===== src/rtl/dot_pkg.sv =====
// Shared constants and types for the dot-product accumulator.
//   DATA_W_DEF / ACC_W_DEF : default operand and accumulator widths
//   state_e                : controller states (ACCUM collects terms, DONE presents the result)
package dot_pkg;

  localparam int unsigned DATA_W_DEF = 5;
  localparam int unsigned ACC_W_DEF  = 10;

  typedef enum logic {
    ACCUM = 1'b0,
    DONE  = 1'b1
  } state_e;

endpackage


===== src/rtl/sat_mac.sv =====
// Signed multiply with saturating accumulate.
//   acc      : current signed accumulator (ACC_W)
//   a, b     : signed operands (DATA_W); the product is kept at full 2*DATA_W precision
//   next_acc : acc + a*b clamped to the signed ACC_W range
//   clamped  : high when the clamp was applied
module sat_mac
  import dot_pkg::*;
#(
  parameter int unsigned DATA_W = DATA_W_DEF,
  parameter int unsigned ACC_W  = ACC_W_DEF
) (
  input  logic signed [ACC_W-1:0]  acc,
  input  logic signed [DATA_W-1:0] a,
  input  logic signed [DATA_W-1:0] b,
  output logic signed [ACC_W-1:0]  next_acc,
  output logic                     clamped
);

  localparam int unsigned PROD_W = 2 * DATA_W;
  // One guard bit above the wider of accumulator and product so the sum cannot wrap.
  localparam int unsigned SUM_W  = ((ACC_W > PROD_W) ? ACC_W : PROD_W) + 1;

  localparam logic signed [SUM_W-1:0] MaxV = {{(SUM_W - ACC_W + 1){1'b0}}, {(ACC_W - 1){1'b1}}};
  localparam logic signed [SUM_W-1:0] MinV = {{(SUM_W - ACC_W + 1){1'b1}}, {(ACC_W - 1){1'b0}}};

  logic signed [PROD_W-1:0] prod;
  logic signed [SUM_W-1:0]  sum;

  always_comb begin
    prod = PROD_W'(a) * PROD_W'(b);
    sum  = SUM_W'(acc) + SUM_W'(prod);
    if (sum > MaxV) begin
      next_acc = MaxV[ACC_W-1:0];
      clamped  = 1'b1;
    end else if (sum < MinV) begin
      next_acc = MinV[ACC_W-1:0];
      clamped  = 1'b1;
    end else begin
      next_acc = sum[ACC_W-1:0];
      clamped  = 1'b0;
    end
  end

endmodule


===== src/rtl/dot_accum.sv =====
// Streaming dot-product accumulator: collects N_TERMS signed operand pairs, presents the
// saturated sum, and holds it until the downstream handshake.
//   clk, rst            : rising-edge clock, asynchronous active-high reset
//   in_valid/in_ready   : operand-pair handshake (in_a activation, in_b weight)
//   out_valid/out_ready : result handshake (out_sum result, out_sat sticky saturation)
// Build option: define DOT_ACCUM_RELU_EN to present max(result, 0) on out_sum.
module dot_accum
  import dot_pkg::*;
#(
  parameter int unsigned DATA_W  = DATA_W_DEF,
  parameter int unsigned ACC_W   = ACC_W_DEF,
  parameter int unsigned N_TERMS = 4
) (
  input  logic                     clk,
  input  logic                     rst,
  input  logic                     in_valid,
  output logic                     in_ready,
  input  logic signed [DATA_W-1:0] in_a,
  input  logic signed [DATA_W-1:0] in_b,
  output logic                     out_valid,
  input  logic                     out_ready,
  output logic signed [ACC_W-1:0]  out_sum,
  output logic                     out_sat
);

  // N_TERMS is at most 255, so 8 bits cover the term index.
  localparam int unsigned CNT_W = 8;
  localparam logic [CNT_W-1:0] LastCnt = CNT_W'(N_TERMS - 1);

  state_e                   state_q, state_d;
  logic signed [ACC_W-1:0]  acc_q, acc_d;
  logic [CNT_W-1:0]         cnt_q, cnt_d;
  logic                     sat_q, sat_d;

  logic signed [ACC_W-1:0]  mac_next;
  logic                     mac_clamped;

  sat_mac #(
    .DATA_W (DATA_W),
    .ACC_W  (ACC_W)
  ) u_sat_mac (
    .acc      (acc_q),
    .a        (in_a),
    .b        (in_b),
    .next_acc (mac_next),
    .clamped  (mac_clamped)
  );

  always_comb begin
    state_d = state_q;
    acc_d   = acc_q;
    cnt_d   = cnt_q;
    sat_d   = sat_q;
    unique case (state_q)
      ACCUM: begin
        if (in_valid) begin
          acc_d = mac_next;
          sat_d = sat_q | mac_clamped;
          if (cnt_q == LastCnt) begin
            cnt_d   = '0;
            state_d = DONE;
          end else begin
            cnt_d = cnt_q + 1'b1;
          end
        end
      end
      DONE: begin
        // Result is held until taken; the block reopens only on the following cycle.
        if (out_ready) begin
          acc_d   = '0;
          cnt_d   = '0;
          sat_d   = 1'b0;
          state_d = ACCUM;
        end
      end
    endcase
  end

  always_ff @(posedge clk or posedge rst) begin
    if (rst) begin
      state_q <= ACCUM;
      acc_q   <= '0;
      cnt_q   <= '0;
      sat_q   <= 1'b0;
    end else begin
      state_q <= state_d;
      acc_q   <= acc_d;
      cnt_q   <= cnt_d;
      sat_q   <= sat_d;
    end
  end

  always_comb begin
    in_ready  = (state_q == ACCUM);
    out_valid = (state_q == DONE);
    // Mid-vector saturation is only reported alongside a finished result.
    out_sat   = out_valid & sat_q;
    out_sum   = '0;
    if (out_valid) begin
`ifdef DOT_ACCUM_RELU_EN
      out_sum = acc_q[ACC_W-1] ? '0 : acc_q;
`else
      out_sum = acc_q;
`endif
    end
  end

endmodule


===== config.mk =====
export PLATFORM = sky130hd
export DESIGN_NAME = dot_accum
export DESIGN_NICKNAME = d
export VERILOG_FILES = /design/src/rtl/dot_pkg.sv /design/src/rtl/sat_mac.sv /design/src/rtl/dot_accum.sv
export SDC_FILE = /design/constraint.sdc
export NUM_CORES = 1
export LEC_CHECK = 0
export ABC_AREA = 1
export ABC_CLOCK_PERIOD_IN_PS = 4480
export CORE_ASPECT_RATIO = 0.9
export CORE_MARGIN = 4
export CORE_UTILIZATION = 45
export CTS_CLUSTER_SIZE = 40
export DETAILED_ROUTE_END_ITERATION = 12
export PLACE_DENSITY = 0.66
export REMOVE_ABC_BUFFERS = 1
export SYNTH_ARGS = -nofsm -noshare
export SYNTH_HDL_FRONTEND = slang
export SYNTH_HIERARCHICAL = 1
export SYNTH_SLANG_ARGS = --single-unit

===== constraint.sdc =====
create_clock -name clk -period 4.48 [get_ports clk]
set_input_delay 0.672 -clock clk [delete_from_list [all_inputs] [get_ports clk]]
set_output_delay 0.672 -clock clk [all_outputs]
set_load 0.005 [all_outputs]

**Local utilization**

Bar = 20 um. 9 x 8 tiles, from dark blue (low) to red (high), 0 to 100% covered.
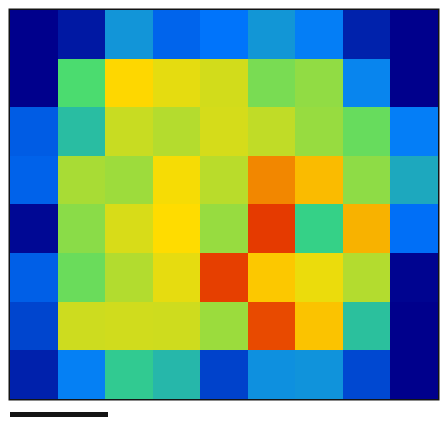
- mean over tiles: 46%
- fullest tile: 93%
- nearly empty tiles: 11%

**Met2 routing**

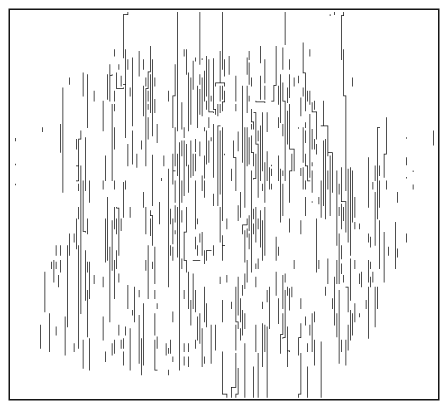
- wire length on this layer: 2,580 um
- share of all routed wire: 45%
- longest straight run: 46.6 um
final wirelength: 5752 um
via count: 2,156
met2 Resource Use GR: 27.94%

**Routing congestion**

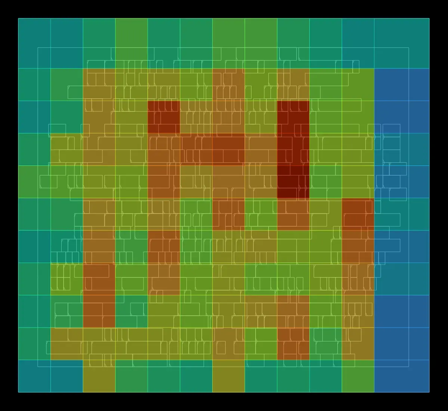
met3 Use GR: 2.683%
fin util: 61.51%
GRT Total Usage: 18.62%

==> impl_metrics.csv <==
group,metric,value,unit
finish,seqAreaFraction,15.12,%
global_routing,first_global_vias,2195,
timing,fin_ws,0.1780,ns
placed_design,dpl_worst_slack,-0.6526,ns
cts,clk_latency,0.26,ns
finish,largest_register_ffs,10,
route,wl_per_cell,12.75,um
cts,postCtsHoldBufs,0,
synthesis,postSynthCellCount,328,
finish,nFillCells,484,
synthesis,aoi_share,5.699,%
synthesis,yosysSeqAreaShare,19.48,%
global_routing,grt_start_max_net_pins,21,
critical_path,cp_slowest_cell,"fa_1",
finish,top_regs,"acc_q x10, cnt_q x8",
placed_design,dpl_cell_area,3089,um2
status,status,"finished, final reports clean",
finish,lay_top_count,"nand2_1",
